===== config.mk =====
export PLATFORM = sky130hd
export DESIGN_NAME = serial_subtractor_flat
export DESIGN_NICKNAME = d
export VERILOG_FILES = /design/src/rtl/serial_subtractor_if.sv /design/src/rtl/serial_subtractor.sv /design/src/flat_wrapper.sv
export SDC_FILE = /design/constraint.sdc
export NUM_CORES = 1
export LEC_CHECK = 0
export CORE_MARGIN = 4
export CORE_UTILIZATION = 38
export DETAILED_ROUTE_END_ITERATION = 16
export GPL_ROUTABILITY_DRIVEN = 1
export MAX_ROUTING_LAYER = met4
export PLACE_DENSITY_LB_ADDON = 0.12
export RECOVER_POWER = 100
export REMOVE_ABC_BUFFERS = 1
export SETUP_SLACK_MARGIN = 0.15
export SLEW_MARGIN = 20
export SYNTH_ARGS = -nofsm -noshare
export SYNTH_HDL_FRONTEND = slang
export SYNTH_SLANG_ARGS = --single-unit

===== constraint.sdc =====
create_clock -name clk -period 3.1 [get_ports clk]
set_input_delay 0.62 -clock clk [delete_from_list [all_inputs] [get_ports clk]]
set_output_delay 0.62 -clock clk [all_outputs]
set_load 0.01 [all_outputs]

===== src/rtl/serial_subtractor_if.sv =====
// Request/result bundle for the bit-serial subtractor.
//   start      : request pulse, accepted only when the block is idle
//   A, B, bin  : minuend, subtrahend, borrow-in (captured on accept)
//   D, bout    : registered difference and final borrow-out
//   busy, done : busy while bits are processed, done pulses on new result
interface serial_subtractor_if;
  logic       start;
  logic [7:0] A;
  logic [7:0] B;
  logic       bin;
  logic [7:0] D;
  logic       bout;
  logic       busy;
  logic       done;

  modport master (output start, A, B, bin, input D, bout, busy, done);
  modport slave  (input start, A, B, bin, output D, bout, busy, done);
endinterface


===== src/rtl/serial_subtractor.sv =====
// Bit-serial 8-bit subtractor: D = A - B - bin (mod 256), LSB first,
// one bit per clock.
//   clk : rising-edge clock
//   rst : asynchronous active-high reset
//   bus : serial_subtractor_if.slave (start/A/B/bin in, D/bout/busy/done out)
// Timing: start accepted at edge N -> RUN for edges N+1..N+8, done high
// after edge N+8, back in IDLE at edge N+9.
module serial_subtractor (
  input  logic                 clk,
  input  logic                 rst,
  serial_subtractor_if.slave   bus
);

  typedef enum logic [1:0] {IDLE, RUN, DONE} state_t;

  state_t     state, state_nxt;
  logic [7:0] a_sr, b_sr, res;
  logic       c;
  logic [2:0] cnt;
  logic [7:0] diff;
  logic       borrow;
  logic       dbit, bnext;

  // full-subtractor cell on the current LSBs
  assign dbit  = a_sr[0] ^ b_sr[0] ^ c;
  assign bnext = (~a_sr[0] & b_sr[0]) | (~(a_sr[0] ^ b_sr[0]) & c);

  always_ff @(posedge clk or posedge rst) begin
    if (rst) state <= IDLE;
    else     state <= state_nxt;
  end

  always_comb begin
    state_nxt = state;
    case (state)
      IDLE:    if (bus.start)  state_nxt = RUN;
      RUN:     if (cnt == 3'd7) state_nxt = DONE;
      DONE:    state_nxt = IDLE;
      default: state_nxt = IDLE;
    endcase
  end

  always_ff @(posedge clk or posedge rst) begin
    if (rst) begin
      a_sr   <= '0;
      b_sr   <= '0;
      res    <= '0;
      c      <= 1'b0;
      cnt    <= '0;
      diff   <= '0;
      borrow <= 1'b0;
    end else begin
      case (state)
        IDLE: if (bus.start) begin
          a_sr <= bus.A;
          b_sr <= bus.B;
          c    <= bus.bin;
          cnt  <= '0;
        end
        RUN: begin
          a_sr <= {1'b0, a_sr[7:1]};
          b_sr <= {1'b0, b_sr[7:1]};
          res  <= {dbit, res[7:1]};
          c    <= bnext;
          cnt  <= cnt + 3'd1;
          // last bit: publish the result including the bit formed this cycle
          if (cnt == 3'd7) begin
            diff   <= {dbit, res[7:1]};
            borrow <= bnext;
          end
        end
        default: ;
      endcase
    end
  end

  assign bus.D    = diff;
  assign bus.bout = borrow;
  assign bus.busy = (state == RUN);
  assign bus.done = (state == DONE);

endmodule


===== src/flat_wrapper.sv =====
// flat-port wrapper written by rule: the top's interface ports become plain ports
module serial_subtractor_flat 
  (clk, rst, bus_start, bus_A, bus_B, bus_bin, bus_D, bus_bout, bus_busy, bus_done);
  serial_subtractor_if bus_i ();
  input  logic clk;
  input  logic rst;
  input wire logic [$bits(bus_i.start)-1:0] bus_start;
  input wire logic [$bits(bus_i.A)-1:0] bus_A;
  input wire logic [$bits(bus_i.B)-1:0] bus_B;
  input wire logic [$bits(bus_i.bin)-1:0] bus_bin;
  output wire logic [$bits(bus_i.D)-1:0] bus_D;
  output wire logic [$bits(bus_i.bout)-1:0] bus_bout;
  output wire logic [$bits(bus_i.busy)-1:0] bus_busy;
  output wire logic [$bits(bus_i.done)-1:0] bus_done;
  assign bus_i.start = bus_start;
  assign bus_i.A = bus_A;
  assign bus_i.B = bus_B;
  assign bus_i.bin = bus_bin;
  assign bus_D = bus_i.D;
  assign bus_bout = bus_i.bout;
  assign bus_busy = bus_i.busy;
  assign bus_done = bus_i.done;
  serial_subtractor u_core (.clk(clk), .rst(rst), .bus(bus_i));
endmodule

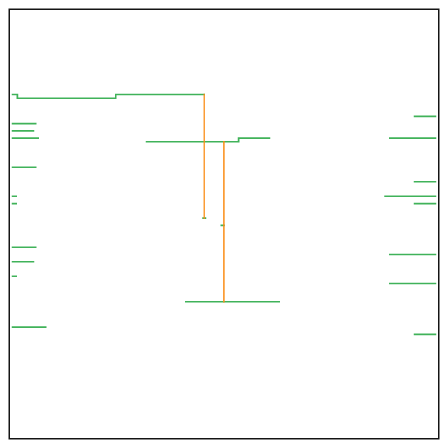
Figure 1: signal wires by layer.
Only two layers are drawn.
Key: orange = metal 4 [wire length 53.0 um]; green = metal 3 [wire length 164 um]

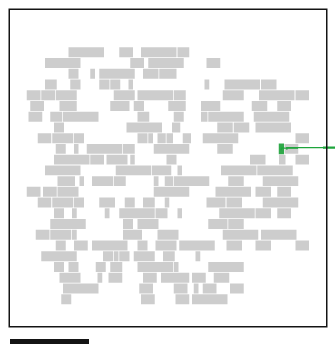
Figure 2: I/O nets highlighted.
The bar under the picture is 20 um long.
Key: green = rst [bits 1, direction input, end cells 1, wire 14.5 um]

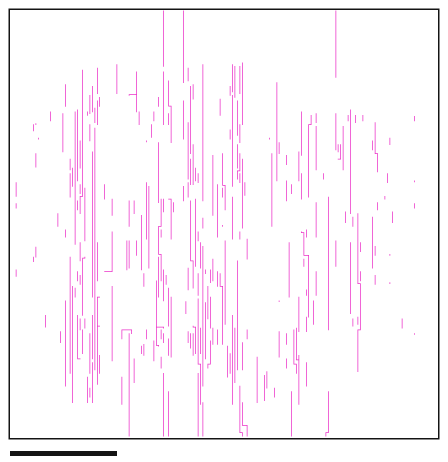
Figure 3: signal wires on met2.
The bar under the picture is 20 um long.
The wires run mostly vertical. 167 nets have wire on it. The layer carries 1580 um of wire. The layer holds 48% of the routed length. The longest straight run is 45.2 um.

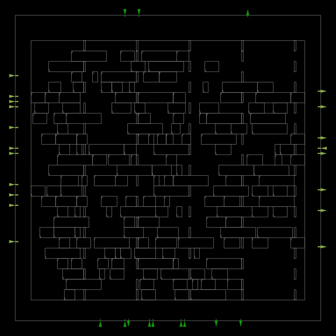
Figure 4: placed standard cells.
fill count: 470
utilization after layout: 46.6%
FP Rows: 25

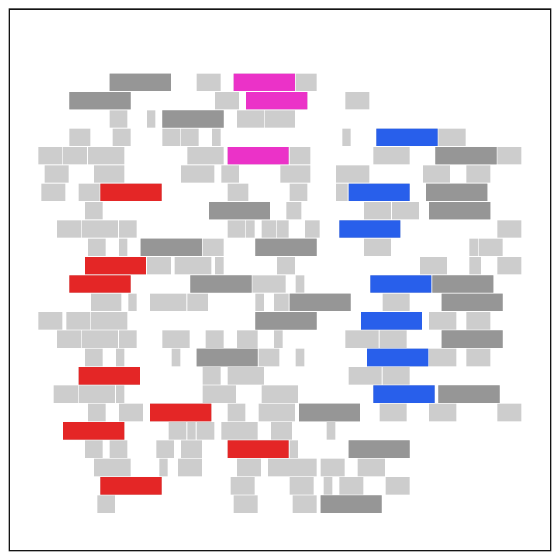
Figure 5: where the registers sit.
Other sequential cells in the stronger gray, the rest of the logic in the fainter gray.
Key: blue = u_core.res [placed flops 7, where right middle]; magenta = u_core.cnt [placed flops 3]; red = u_core.b_sr [placed flops 8]
Another 20 sequential cells are not colored.

registers in the layout (all words and copies together), names as in the netlist:
register         count
u_core.state         2
u_core.a_sr          8
u_core.res           7
u_core.b_sr          8
u_core.c             1
u_core.cnt           3
u_core.bus.D         8
u_core.bus.bout      1
layout make-up:
type                       instances  area (sq um)
clock buffer                       6          82.6
clock inverter                     2          12.5
fill                             470          2610
inverter                          18          67.6
multi-input combinational         72           747
sequential                        38           951
tap                               67          83.8
timing repair buffer              35           328
worst max-delay path, cell delays in order (launching register included):
cell and delay, ps:
dfrtp_1 610, nor2b_1 230, dlygate4sd3_1 630
routing by layer:
metal,up-vias,part of all wire [%],global-route usage (%)
met5,-,0,-
li1,562,-,-
met3,5,4.9,4.04
met1,582,46,14.8
met4,0,1.6,4.56
met2,24,48,18.8
cells by family after synthesis:
group           count (synthesis)  share of synthesized area, %
mux                            17                          11.3
simple gates                   31                          17.2
compound gates                 21                          12.0
flops                          38                          48.2
buf+inv                        30                          8.93
fa+ha+maj                       3                          2.28
Yosys cell counts, types with 2 or more instances:
cell / count / area (sq um)
buf_2: 2 / 10.0
buf_6: 5 / 56.3
a211oi_2: 8 / 100
nor4b_2: 13 / 195
dfrtp_1: 38 / 951
mux2_4: 9 / 135
buf_4: 2 / 15.0
mux2_1: 6 / 67.6
ha_1: 2 / 25.0
inv_1: 18 / 67.6
a211oi_1: 2 / 15.0
a22o_1: 4 / 35.0
a221oi_2: 5 / 75.1
nor3b_1: 10 / 75.1
nor4b_1: 2 / 17.5
clkbuf_1: 2 / 7.51
nand2b_1: 2 / 12.5
power breakdown:
| part | switching [uW] | total (uW) | internal, uW | leakage [uW] |
|---|---|---|---|---|
| logic | 387 | 817 | 430 | 0.000465 |
| clock network | 171 | 350 | 179 | 0.0000472 |
| registers | 130 | 869 | 739 | 0.000445 |
path summary, 6_finish.rpt:
kind                                 start               to  cells past startpoint
max                        u_core.state[0]         bus_busy                      2
min                        u_core.bus.D[0]  u_core.bus.D[0]                      1
max reg2reg                u_core.state[0]         u_core.c                      4
min reg2reg                u_core.bus.D[0]  u_core.bus.D[0]                      1
max in group asynchronous              rst    u_core.res[1]                      3
min in group asynchronous              rst  u_core.bus.D[4]                      3
through the flow:
step,util [%],hold slack (ps)
after global placement,46.9,492
final,46.6,488
after global routing,46.6,503
after floorplan,-,470
after CTS,48.9,516
after detailed placement,46.9,495
==> impl_metrics.yaml <==
# flow metrics
run_status:
  status: "completed"
route:
  drt_iter0_drc: 36
  wl_per_cell_um: 13.9
  via_per_inst: 4.93
  drc: 0
place:
  hpwl_um: 2190
  port_buffers: 30
  post-place-ws_ps: 909
  place.gp.congestion: 0.690
logic_synthesis:
  syn_avg_cell_area_sq_um: 14.1
  synth-edff-count: 0
  syn-instance-count: 140
  synth_seq_share_pct: 48.2
  yosys_warnings: 0
  ys.flops: 38
  yosys_area_sq_um: 1970
  syn-cell-area_sq_um: 1970
  synth-async-reset-ratio_pct: 100
  ff_type: "dfrtp_1"
cells_and_area:
  antenna_cells: 0
  area_delta_synth_final_pct: 15.1
  final-instance-count-excl-fill: 238
  final_nets: 193
  design_area_sq_um: 2270
  final_common_cell: "dfrtp_1"
  drive_above_1_share_pct: 17.0
power:
  p_leak_uw: 0.000957
  power.density_nw_per_um2: 896
  peakVddDrop_v: 0.000261
timing:
  slew_headroom_pct: 36.5
  rsz0062_at_grt: "false"
  tightest_slew_ps: 953
  setup_viol: 0
  max_clock_freq_mhz: 420
  finalClockPeriodUsage_pct: 76.9
  hold_viol: 0
  setup_ws_ps: 717
clocking:
  clkSinkCount: 38
  cts_resized: 0
  h-tree-depth: 2
  post_cts.repair.setup_buffers: 0
  cts_buffers: 5
  cts.clk_slew.worst_paths_ps: 70
floorplan:
  initCoreUtil_pct: 40.5
  dieArea_sq_um: 6410
  die_h_um: 80.1
  chipWidth_um: 80.1
run:
  cap_violations: 0
worst_setup_path:
  start_kind: "flip-flop"
  path_max_fanout: 12
  cp-end-kind: "output pin"
  crit_arrival_ps: 1760
  path_class: "flip-flop to output pin"
grt:
  grt_max_degree: 39
  antenna_found_initial: 0
  grt-ovfl-total: 0
Power and IR drop assume default switching activity.
